**src/rtl/dmem_port_arbiter_if.sv**
```systemverilog
// rtl/dmem_port_arbiter_if.sv - requester, DMEM and counter signals of the DMEM port arbiter
interface dmem_port_arbiter_if #(
  parameter int ADDR_W = 32,
  parameter int DATA_W = 32,
  parameter int CNT_W  = 16
);
  logic              p0_req;
  logic              p0_we;
  logic [ADDR_W-1:0] p0_addr;
  logic [DATA_W-1:0] p0_wdata;
  logic              p0_gnt;
  logic              p0_done;
  logic              p0_err;
  logic [DATA_W-1:0] p0_rdata;

  logic              p1_req;
  logic              p1_we;
  logic [ADDR_W-1:0] p1_addr;
  logic [DATA_W-1:0] p1_wdata;
  logic              p1_gnt;
  logic              p1_done;
  logic              p1_err;
  logic [DATA_W-1:0] p1_rdata;

  logic              core_stall;

  logic              mem_en;
  logic              mem_we;
  logic [ADDR_W-1:0] mem_addr;
  logic [DATA_W-1:0] mem_wdata;
  logic [DATA_W-1:0] mem_rdata;

  logic [CNT_W-1:0]  cnt_p0_grants;
  logic [CNT_W-1:0]  cnt_p1_grants;
  logic [CNT_W-1:0]  cnt_conflicts;

  modport slave (
    input  p0_req, p0_we, p0_addr, p0_wdata,
    input  p1_req, p1_we, p1_addr, p1_wdata,
    input  mem_rdata,
    output p0_gnt, p0_done, p0_err, p0_rdata,
    output p1_gnt, p1_done, p1_err, p1_rdata,
    output core_stall, mem_en, mem_we, mem_addr, mem_wdata,
    output cnt_p0_grants, cnt_p1_grants, cnt_conflicts
  );

  modport master (
    output p0_req, p0_we, p0_addr, p0_wdata,
    output p1_req, p1_we, p1_addr, p1_wdata,
    output mem_rdata,
    input  p0_gnt, p0_done, p0_err, p0_rdata,
    input  p1_gnt, p1_done, p1_err, p1_rdata,
    input  core_stall, mem_en, mem_we, mem_addr, mem_wdata,
    input  cnt_p0_grants, cnt_p1_grants, cnt_conflicts
  );
endinterface

```
**src/rtl/dmem_port_arbiter.sv**
```systemverilog
// rtl/dmem_port_arbiter.sv - round-robin sharing of the single-port DMEM between core (p0) and debug (p1)
// Performance counters are built only when DMEM_ARB_PERF_EN is defined.
module dmem_port_arbiter #(
  parameter int ADDR_W = 32,
  parameter int DATA_W = 32,
  parameter int CNT_W  = 16
) (
  input  logic               clk,
  input  logic               rst_n,
  dmem_port_arbiter_if.slave bus
);
  typedef enum logic [1:0] {IDLE, ISSUE, RESP} state_t;

  state_t            state, state_nxt;
  logic              rr_last;
  logic              own;
  logic              l_we;
  logic [ADDR_W-1:0] l_addr;
  logic [DATA_W-1:0] l_wdata;
  logic [DATA_W-1:0] rdata0_q, rdata1_q;
  logic              gnt0, gnt1, done_any, err_any, men, mwe;
  logic              aligned;

  assign aligned = (l_addr[1:0] == 2'b00);

  always_comb begin
    state_nxt = state;
    gnt0      = 1'b0;
    gnt1      = 1'b0;
    done_any  = 1'b0;
    err_any   = 1'b0;
    men       = 1'b0;
    mwe       = 1'b0;
    case (state)
      IDLE: begin
        // rr_last names the previous winner; the other port wins a conflict
        gnt0 = bus.p0_req && (!bus.p1_req || rr_last);
        gnt1 = bus.p1_req && (!bus.p0_req || !rr_last);
        if (gnt0 || gnt1) state_nxt = ISSUE;
      end
      ISSUE: begin
        if (aligned) begin
          men = 1'b1;
          mwe = l_we;
          if (l_we) begin
            done_any  = 1'b1;
            state_nxt = IDLE;
          end else begin
            state_nxt = RESP;
          end
        end else begin
          done_any  = 1'b1;
          err_any   = 1'b1;
          state_nxt = IDLE;
        end
      end
      RESP: begin
        done_any  = 1'b1;
        state_nxt = IDLE;
      end
      default: state_nxt = IDLE;
    endcase
    // A reset sampled this cycle must not let a write or completion escape
    if (!rst_n) begin
      gnt0     = 1'b0;
      gnt1     = 1'b0;
      done_any = 1'b0;
      err_any  = 1'b0;
      men      = 1'b0;
      mwe      = 1'b0;
    end
  end

  always_ff @(posedge clk) begin
    if (!rst_n) begin
      state    <= IDLE;
      rr_last  <= 1'b1;
      own      <= 1'b0;
      l_we     <= 1'b0;
      l_addr   <= '0;
      l_wdata  <= '0;
      rdata0_q <= '0;
      rdata1_q <= '0;
    end else begin
      state <= state_nxt;
      if (gnt0 || gnt1) begin
        own     <= gnt1;
        rr_last <= gnt1;
        l_we    <= gnt1 ? bus.p1_we    : bus.p0_we;
        l_addr  <= gnt1 ? bus.p1_addr  : bus.p0_addr;
        l_wdata <= gnt1 ? bus.p1_wdata : bus.p0_wdata;
      end
      if (state == RESP) begin
        if (own) rdata1_q <= bus.mem_rdata;
        else     rdata0_q <= bus.mem_rdata;
      end
    end
  end

  assign bus.p0_gnt   = gnt0;
  assign bus.p1_gnt   = gnt1;
  assign bus.p0_done  = done_any && !own;
  assign bus.p1_done  = done_any && own;
  assign bus.p0_err   = err_any && !own;
  assign bus.p1_err   = err_any && own;
  assign bus.p0_rdata = (state == RESP && !own) ? bus.mem_rdata : rdata0_q;
  assign bus.p1_rdata = (state == RESP && own)  ? bus.mem_rdata : rdata1_q;

  assign bus.core_stall = (bus.p0_req || (state != IDLE && !own)) && !bus.p0_done;

  assign bus.mem_en    = men;
  assign bus.mem_we    = mwe;
  assign bus.mem_addr  = l_addr;
  assign bus.mem_wdata = l_wdata;

`ifdef DMEM_ARB_PERF_EN
  localparam logic [CNT_W-1:0] CNT_ONE = {{(CNT_W-1){1'b0}}, 1'b1};

  logic [CNT_W-1:0] cnt0_q, cnt1_q, cntc_q;
  logic             conflict;

  assign conflict = (gnt0 || gnt1) && bus.p0_req && bus.p1_req;

  always_ff @(posedge clk) begin
    if (!rst_n) begin
      cnt0_q <= '0;
      cnt1_q <= '0;
      cntc_q <= '0;
    end else begin
      if (gnt0 && cnt0_q != '1)     cnt0_q <= cnt0_q + CNT_ONE;
      if (gnt1 && cnt1_q != '1)     cnt1_q <= cnt1_q + CNT_ONE;
      if (conflict && cntc_q != '1) cntc_q <= cntc_q + CNT_ONE;
    end
  end

  assign bus.cnt_p0_grants = cnt0_q;
  assign bus.cnt_p1_grants = cnt1_q;
  assign bus.cnt_conflicts = cntc_q;
`else
  assign bus.cnt_p0_grants = {CNT_W{1'b0}};
  assign bus.cnt_p1_grants = {CNT_W{1'b0}};
  assign bus.cnt_conflicts = {CNT_W{1'b0}};
`endif
endmodule

```
**src/flat_wrapper.sv**
```systemverilog
// flat-port wrapper written by rule: the top's interface ports become plain ports
module dmem_port_arbiter_flat 
#(
  parameter int ADDR_W = 32,
  parameter int DATA_W = 32,
  parameter int CNT_W  = 16
)
  (clk, rst_n, bus_p0_req, bus_p0_we, bus_p0_addr, bus_p0_wdata, bus_p1_req, bus_p1_we, bus_p1_addr, bus_p1_wdata, bus_mem_rdata, bus_p0_gnt, bus_p0_done, bus_p0_err, bus_p0_rdata, bus_p1_gnt, bus_p1_done, bus_p1_err, bus_p1_rdata, bus_core_stall, bus_mem_en, bus_mem_we, bus_mem_addr, bus_mem_wdata, bus_cnt_p0_grants, bus_cnt_p1_grants, bus_cnt_conflicts);
  dmem_port_arbiter_if #(.ADDR_W(ADDR_W), .DATA_W(DATA_W), .CNT_W(CNT_W)) bus_i ();
  input  logic clk;
  input  logic rst_n;
  input wire logic [$bits(bus_i.p0_req)-1:0] bus_p0_req;
  input wire logic [$bits(bus_i.p0_we)-1:0] bus_p0_we;
  input wire logic [$bits(bus_i.p0_addr)-1:0] bus_p0_addr;
  input wire logic [$bits(bus_i.p0_wdata)-1:0] bus_p0_wdata;
  input wire logic [$bits(bus_i.p1_req)-1:0] bus_p1_req;
  input wire logic [$bits(bus_i.p1_we)-1:0] bus_p1_we;
  input wire logic [$bits(bus_i.p1_addr)-1:0] bus_p1_addr;
  input wire logic [$bits(bus_i.p1_wdata)-1:0] bus_p1_wdata;
  input wire logic [$bits(bus_i.mem_rdata)-1:0] bus_mem_rdata;
  output wire logic [$bits(bus_i.p0_gnt)-1:0] bus_p0_gnt;
  output wire logic [$bits(bus_i.p0_done)-1:0] bus_p0_done;
  output wire logic [$bits(bus_i.p0_err)-1:0] bus_p0_err;
  output wire logic [$bits(bus_i.p0_rdata)-1:0] bus_p0_rdata;
  output wire logic [$bits(bus_i.p1_gnt)-1:0] bus_p1_gnt;
  output wire logic [$bits(bus_i.p1_done)-1:0] bus_p1_done;
  output wire logic [$bits(bus_i.p1_err)-1:0] bus_p1_err;
  output wire logic [$bits(bus_i.p1_rdata)-1:0] bus_p1_rdata;
  output wire logic [$bits(bus_i.core_stall)-1:0] bus_core_stall;
  output wire logic [$bits(bus_i.mem_en)-1:0] bus_mem_en;
  output wire logic [$bits(bus_i.mem_we)-1:0] bus_mem_we;
  output wire logic [$bits(bus_i.mem_addr)-1:0] bus_mem_addr;
  output wire logic [$bits(bus_i.mem_wdata)-1:0] bus_mem_wdata;
  output wire logic [$bits(bus_i.cnt_p0_grants)-1:0] bus_cnt_p0_grants;
  output wire logic [$bits(bus_i.cnt_p1_grants)-1:0] bus_cnt_p1_grants;
  output wire logic [$bits(bus_i.cnt_conflicts)-1:0] bus_cnt_conflicts;
  assign bus_i.p0_req = bus_p0_req;
  assign bus_i.p0_we = bus_p0_we;
  assign bus_i.p0_addr = bus_p0_addr;
  assign bus_i.p0_wdata = bus_p0_wdata;
  assign bus_i.p1_req = bus_p1_req;
  assign bus_i.p1_we = bus_p1_we;
  assign bus_i.p1_addr = bus_p1_addr;
  assign bus_i.p1_wdata = bus_p1_wdata;
  assign bus_i.mem_rdata = bus_mem_rdata;
  assign bus_p0_gnt = bus_i.p0_gnt;
  assign bus_p0_done = bus_i.p0_done;
  assign bus_p0_err = bus_i.p0_err;
  assign bus_p0_rdata = bus_i.p0_rdata;
  assign bus_p1_gnt = bus_i.p1_gnt;
  assign bus_p1_done = bus_i.p1_done;
  assign bus_p1_err = bus_i.p1_err;
  assign bus_p1_rdata = bus_i.p1_rdata;
  assign bus_core_stall = bus_i.core_stall;
  assign bus_mem_en = bus_i.mem_en;
  assign bus_mem_we = bus_i.mem_we;
  assign bus_mem_addr = bus_i.mem_addr;
  assign bus_mem_wdata = bus_i.mem_wdata;
  assign bus_cnt_p0_grants = bus_i.cnt_p0_grants;
  assign bus_cnt_p1_grants = bus_i.cnt_p1_grants;
  assign bus_cnt_conflicts = bus_i.cnt_conflicts;
  dmem_port_arbiter #(.ADDR_W(ADDR_W), .DATA_W(DATA_W), .CNT_W(CNT_W)) u_core (.clk(clk), .rst_n(rst_n), .bus(bus_i));
endmodule
```
**config.mk**
```make
export PLATFORM = sky130hd
export DESIGN_NAME = dmem_port_arbiter_flat
export DESIGN_NICKNAME = d
export VERILOG_FILES = /design/src/rtl/dmem_port_arbiter_if.sv /design/src/rtl/dmem_port_arbiter.sv /design/src/flat_wrapper.sv
export SDC_FILE = /design/constraint.sdc
export NUM_CORES = 1
export LEC_CHECK = 0
export ABC_AREA = 1
export CAP_MARGIN = 20
export CORE_MARGIN = 1
export CORE_UTILIZATION = 24
export CTS_CLUSTER_SIZE = 10
export DETAILED_ROUTE_END_ITERATION = 8
export GPL_ROUTABILITY_DRIVEN = 1
export GPL_TIMING_DRIVEN = 0
export MAX_ROUTING_LAYER = met4
export PLACE_DENSITY_LB_ADDON = 0.05
export REMOVE_ABC_BUFFERS = 1
export SLEW_MARGIN = 20
export SYNTH_ARGS = -nofsm -noshare
export SYNTH_HDL_FRONTEND = slang
export SYNTH_SLANG_ARGS = --single-unit
```
**constraint.sdc**
```tcl
create_clock -name clk -period 1.6 [get_ports clk]
set_input_delay 0.16 -clock clk [delete_from_list [all_inputs] [get_ports clk]]
set_output_delay 0.16 -clock clk [all_outputs]
set_load 0.005 [all_outputs]
```
==> run_1/congestion_map.png <==
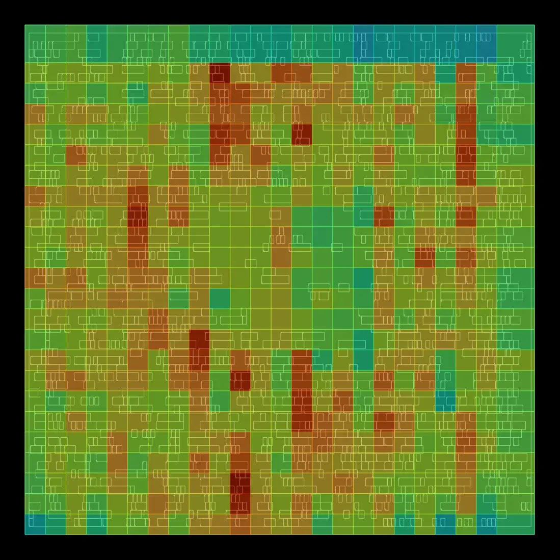
Avg WL per Cell: 16.5 µm
final design utilization: 46.5%

==> run_1/ff_map.png <==
(3 px per µm)
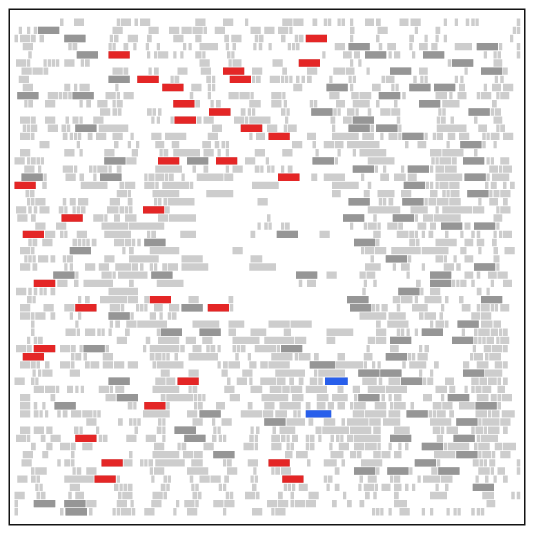
| color | signal | placed flops |
|---|---|---|
| red | u_core.bus.mem_addr | 32 |
| blue | u_core.state | 2 |
not colored: 99
sequential share of cell area: 20.5%
Seq group: 3.93 mW
Flop area: 2670 µm²

==> results.tsv, run 1 <==
metric	value	unit
Critical Path Max Stage Delay	330	ps
Final GP Congestion	0.710	
CP startpoint	u_core.state[0]	
DRT Pass-1 Iters	4	
Ys Warns	0	
final worst path period share	131	%
chip height	171	µm
Critical Path Slowest Stage Cell	dfxtp_2	
reg2reg start	u_core.state[0]	
vias	7672	
# Cells Yosys	1072	
Latency at later pin	420	ps
Place WS	-1040	ps
Clock Power Share	30.7	%
Hold Crit Start	rst_n	
Internal	8.99	mW
WHS Endpoint	u_core.bus.mem_wdata[18]	
ANT nets after route	0	
arrival time at the worst endpoint	1930	ps
PwrDens	1030	nW/µm²
Worst Hold Depth	3	
Max Slew Vio Count	0	
post-CTS sizing	300	
Final setup viols	142	
Top Layout Cells	nor2_1 (238), clkdlybuf4s50_1 (230), inv_1 (196)	
outcome	finished, violations left	
CP cell instances	inv_4 > ha_4 > buf_12 > nand2_8 > buf_12 > buf_12 > buf_6 > o21ai_4 > inv_1 > buf_2	
Top delay family on crit path	buffers and inverters	
logic depth of the worst setup path including buffers	10	
Largest cells by area	dfxtp_1 (39%), nor2_1 (14%), inv_1 (11%)	
setup ws final	-490	ps
initial antenna violation count	1	
Max VDD drop	0.574	mV
violated checks	setup timing	
Yosys chip area	6880	µm²
Pleak	6.38	nW
total wire length	30700	µm
reg2reg path depth	13	
Core Region	28000	µm²
synth cell count leaders	nor2_1 (252), inv_1 (206), nand2_1 (139), dfxtp_1 (133), o21ai_0 (107)	
Simple-Gate Fraction of Synth Area	28.2	%
H-tree levels	4	
Post-Syn Area per Cell	6.42	µm²
switch share	33.1	%
Power Total	13.4	mW
postcts setup bufs	44	
# fillers	2899	
Top Ports	351	
Root Driver	clkbuf_16	
area post-placement	10100	µm²
Max-area cell share	38.7	%
setup tns final	-33390	ps
CTS tree	built	
Rows	61	
==> run_1/closeup.png <==
Window x 116 to 141, y 116 to 141 µm. Cells in gray, sequential cells in the stronger gray; small squares are vias.
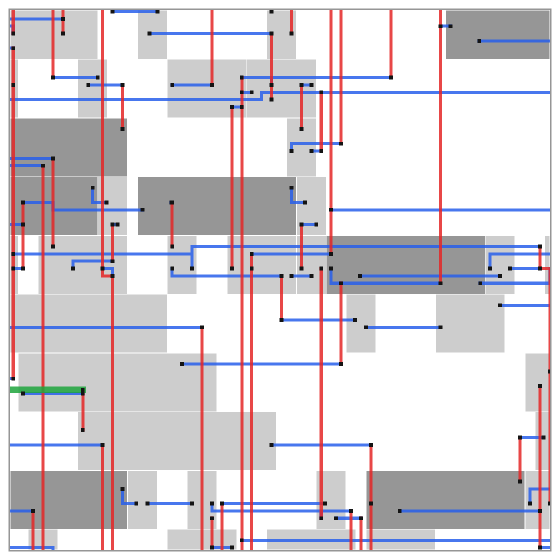
| color | layer |
|---|---|
| red | M2 |
| blue | M1 |
| green | M3 |
netlist names of flops here include: u_core.rdata0_q (6), u_core.rdata1_q (1)
most frequent: inv_1 (8), dfxtp_1 (7), nor2_1 (4)
cells with their middle in the window: 31
sequential cells in the window: 7

==> run_1/gates.png <==
(1.5 px per µm)
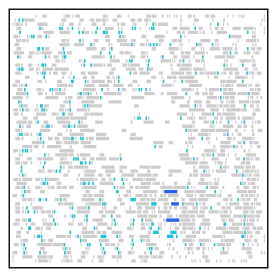
| color | family | cells |
|---|---|---|
| cyan | nor cells | 267 |
| blue | fa/ha/maj cells | 3 |

==> run 1: area by class of cell <==
cell class / instances / area, µm² / share of cell area [%]
flip-flops and latches: 133 / 2670 / 20.5
inverters: 210 / 806 / 6.18
well taps: 378 / 473 / 3.63
repair buffers: 429 / 4790 / 36.8
diodes: 1 / 2.50 / 0.0192
clock buffers: 18 / 439 / 3.37
multi-input cells: 671 / 3690 / 28.3
clock inverters: 14 / 161 / 1.24
==> run 1: routing by layer <==
metal	share of wire (%)	global-route usage, %	wire, µm
met3	8.7	7.39	2670
met1	41	21.6	12700
met4	1.6	3.96	497
met2	48	31.4	14800
met5	0	-	0
==> run_1/m1.png <==
(1.5 px per µm)
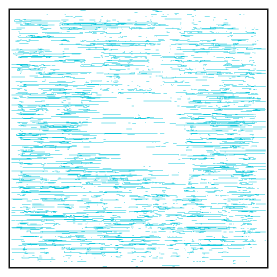

==> run 1 -> run 2 <==
--- a/config.mk
+++ b/config.mk
@@ -16,6 +16,7 @@
 export MAX_ROUTING_LAYER = met4
 export PLACE_DENSITY_LB_ADDON = 0.05
 export REMOVE_ABC_BUFFERS = 1
+export SETUP_SLACK_MARGIN = 0.5
 export SLEW_MARGIN = 20
 export SYNTH_ARGS = -nofsm -noshare
 export SYNTH_HDL_FRONTEND = slang
==> run_2/m1.png <==
(1.5 px per µm)
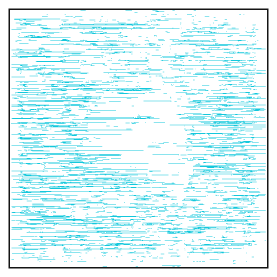
wire length on this layer: 12800 µm
main direction: horizontal
nets with wire on the layer: 1451
share of all routed wire: 42%

==> run_2/ff_map.png <==
(3 px per µm)
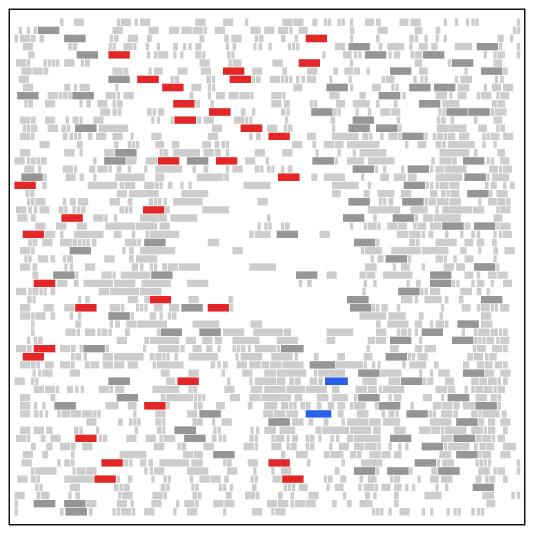
| color | signal | placed flops |
|---|---|---|
| blue | u_core.state | 2 |
| red | u_core.bus.mem_addr | 32 |
not colored: 99

==> results.tsv, run 2 <==
metric	value	unit	change
Yosys chip area	6880	µm²	unchanged
Signal inverters	210		unchanged
arrival time at the worst endpoint	1940	ps	about the same
grt ovf	0		
sequential cell count	133		unchanged
vias	7704		+0.42%
# clk buffers	18		unchanged
violated checks	setup timing		
ANT cells	1		unchanged
largest class	non-clock buffers		
Top Ports	351		unchanged
sequential share of cell area	20.2	%	-0.30 points
setup tns final	-36990	ps	-3600 ps
CP cell instances	inv_4 > ha_4 > buf_12 > nand2_8 > buf_12 > buf_12 > buf_6 > o21ai_4 > inv_1 > buf_2		
ANT nets after route	0		unchanged
Ys Warns	0		unchanged
total wire length	30400	µm	-0.82%
combinational share of cell area	28.0	%	-0.34 points
Comb area	3700	µm²	+0.31%
postcts setup bufs	57		+30%
post-CTS sizing	327		+9.0%
Flop area	2670	µm²	about the same
Critical Path Slowest Stage Cell	dfxtp_2		
Final setup viols	145		+2.1%
Place WS	-1040	ps	unchanged
Power Total	13.7	mW	+1.8%
final design utilization	47.2	%	+0.71 points
area post-placement	10100	µm²	unchanged
Avg WL per Cell	16.3	µm	-1.4%
Max VDD drop	0.578	mV	+0.75%
Post-Syn Area per Cell	6.42	µm²	unchanged
Max-area cell share	38.7	%	unchanged
Post-synth ARST share	0	%	
Max Slew Vio Count	0		unchanged
initial antenna violation count	1		unchanged
final worst path period share	132	%	+0.87 points
Multi-In Gates	670		-0.15%
Rows	61		unchanged
Signal buf overhead	37.7	%	+0.89 points
chip height	171	µm	unchanged
tapcell count	378		unchanged
Top delay family on crit path	buffers and inverters		
Buffers excl. clock	440		+2.6%
Pleak	6.48	nW	+1.6%
Root Driver	clkbuf_16		
# Cells Yosys	1072		unchanged
Top Layout Cells	clkdlybuf4s50_1 (227), nor2_1 (226), inv_1 (195)		
# fillers	2896		-0.10%
Critical Path Max Stage Delay	330	ps	about the same
Simple-Gate Fraction of Synth Area	28.2	%	unchanged
synth cell count leaders	nor2_1 (252), inv_1 (206), nand2_1 (139), dfxtp_1 (133), o21ai_0 (107)		
H-tree levels	4		unchanged
CTS tree	built		
Via density	4.13		
setup ws final	-504	ps	-14.0 ps
Latency at later pin	420	ps	about the same
Clock buf/inv share	4.54	%	-0.069 points
PwrDens	1030	nW/µm²	+0.26%
post-synth cell types	25		
Final GP Congestion	0.710		unchanged
outcome	finished, violations left		
run 2: cell counts after synthesis:
Identical to the previous run, type by type.
run 2: worst paths after layout:
path,cells after the start,slack (ps),startpoint,end
worst min-delay path,3,30,rst_n,u_core.bus.mem_wdata[16]
worst max-delay path,10,-500,u_core.state[0],bus_p0_rdata[18]
worst min register to register,2,510,u_core.bus.mem_wdata[17],u_core.bus.mem_wdata[17]
worst max register to register,16,-400,u_core.state[0],u_core.rdata0_q[27]
run 2: metal layers:
metal / GRT usage, % / wire length [µm]
met5: - / 0
met4: 4.46 / 276
met3: 7.29 / 2360
met2: 33.1 / 15000
met1: 22.6 / 12800
run 2: report_power, final:
part	switching, mW	internal [mW]	total, mW
clock network	1.74	2.38	4.12
logic	2.53	3.09	5.62
registers	0.216	3.73	3.94
total	4.49	9.20	13.7
==> run_2/gates.png <==
(1.5 px per µm)
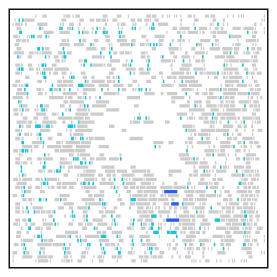

==> run 2 -> run 3 <==
--- a/config.mk
+++ b/config.mk
@@ -6,6 +6,7 @@
 export NUM_CORES = 1
 export LEC_CHECK = 0
 export ABC_AREA = 1
+export ABC_CLOCK_PERIOD_IN_PS = 1830
 export CAP_MARGIN = 20
 export CORE_MARGIN = 1
 export CORE_UTILIZATION = 24
==> constraint.sdc (replaced) <==
create_clock -name clk -period 1.83 [get_ports clk]
set_input_delay 0.183 -clock clk [delete_from_list [all_inputs] [get_ports clk]]
set_output_delay 0.183 -clock clk [all_outputs]
set_load 0.005 [all_outputs]
==> run_3/gates.png <==
(1.5 px per µm)
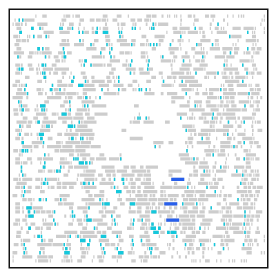
| color | family | cells |
|---|---|---|
| cyan | nor cells | 267 |
| blue | fa/ha/maj cells | 3 |
dominant logic cell type in the layout: clkdlybuf4s50_1
final cell count without fillers: 1858
combinational share of cell area: 28.6%

==> results.tsv, run 3 <==
metric	value	unit	change
Top Ports	351		unchanged
Top Layout Cells	clkdlybuf4s50_1 (227), nor2_1 (213), inv_1 (195)		
Place WS	-856	ps	+184 ps
tapcell count	378		unchanged
Pleak	6.41	nW	-1.2%
postcts setup bufs	58		+1.8%
grt met2 use	32.9	%	-0.25 points
# Cells Yosys	1072		unchanged
area post-placement	10100	µm²	unchanged
arrival time at the worst endpoint	1920	ps	-20 ps
setup tns final	-12360	ps	+24630 ps
initial antenna violation count	1		unchanged
Comb area	3750	µm²	+1.4%
Post-synth ARST share	0	%	unchanged
Post-Syn Area per Cell	6.42	µm²	unchanged
top layer in use	met4		
post-synth cell types	25		unchanged
Critical Path Slowest Stage Cell	dfxtp_2		
largest class	non-clock buffers		
Final setup viols	119		-18%
sequential cell count	133		unchanged
Yosys chip area	6880	µm²	unchanged
comb pwr	4.78	mW	-15%
grt met1 use	23.2	%	+0.62 points
Multi-In Gates	670		unchanged
Critical Path Max Stage Delay	330	ps	about the same
# clk buffers	18		unchanged
vias	7636		-0.88%
sequential share of cell area	20.4	%	+0.21 points
final design utilization	46.8	%	-0.45 points
Simple-Gate Fraction of Synth Area	28.2	%	unchanged
outcome	finished, violations left		
Clock Power Share	30.4	%	+0.3 points
Power Total	11.8	mW	-14%
Signal buf overhead	36.6	%	-1.0 points
violated checks	setup timing		
Top delay family on crit path	buffers and inverters		
WL met3	2310	µm	-2.2%
Internal	7.94	mW	-14%
ANT cells	1		unchanged
synth cell count leaders	nor2_1 (252), inv_1 (206), nand2_1 (139), dfxtp_1 (133), o21ai_0 (107)		
GRT Max-Usage Layer	met2		
met3 usage	7.52	%	+0.23 points
Sequential Power Share	29.1	%	+0.3 points
Signal inverters	210		unchanged
Seq group	3.44	mW	-13%
# fillers	2904		+0.28%
Rows	61		unchanged
ANT nets after route	0		unchanged
Psw	3.87	mW	-14%
setup ws final	-278	ps	+227 ps
Final GP Congestion	0.710		unchanged
Max Slew Vio Count	0		unchanged
Latency at later pin	420	ps	about the same
H-tree levels	4		unchanged
Ys Warns	0		unchanged
routed length on met2	14300	µm	-4.5%
CP cell instances	inv_4 > ha_4 > buf_12 > nand2_8 > buf_12 > buf_12 > buf_6 > o21ai_4 > inv_1 > buf_2		
PwrDens	901	nW/µm²	-13%
clock-net power	3.59	mW	-13%
==> run_3/closeup.png <==
Window x 116 to 141, y 116 to 141 µm. Cells in gray, sequential cells in the stronger gray; small squares are vias.
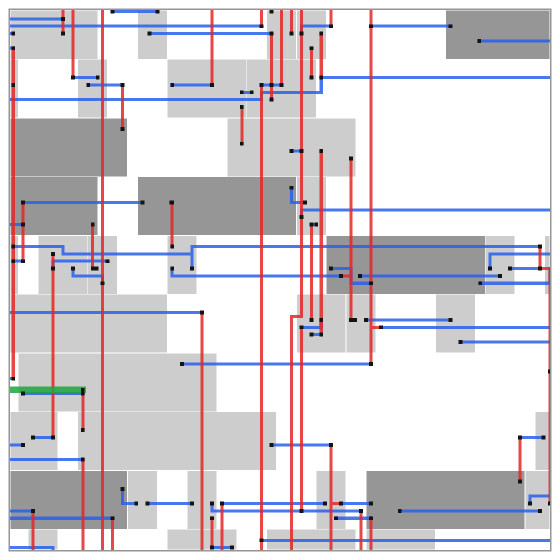
| color | layer |
|---|---|
| green | M3 |
| blue | M1 |
| red | M2 |
sequential cells in the window: 7
netlist names of flops here include: u_core.rdata0_q (6), u_core.rdata1_q (1)
cells with their middle in the window: 31
most frequent: inv_1 (8), dfxtp_1 (7), nor2_1 (4)

## run 3: netlist changes by cell type in the layout (fill, tap and decap cells not counted), sizes merged
| cell | previous run | this run |
|---|---|---|
| dlygate4sd2 | 21 | 18 |
| dlymetal6s2s | 4 | 3 |
| clkdlybuf4s15 | 0 | 2 |
| buf | 156 | 151 |
| clkbuf | 49 | 50 |
## run 3: path summary, 6_finish.rpt
kind                                         startpoint                 endpoint  slack (ps)  cells past startpoint
worst min register to register  u_core.bus.mem_wdata[8]  u_core.bus.mem_wdata[8]         510                      2
worst min-delay path                              rst_n   u_core.bus.mem_addr[1]         100                      3
worst max-delay path                    u_core.state[0]         bus_p0_rdata[18]        -280                     10
worst max register to register          u_core.state[0]      u_core.rdata0_q[27]        -260                     16
Power and IR drop assume default switching activity.
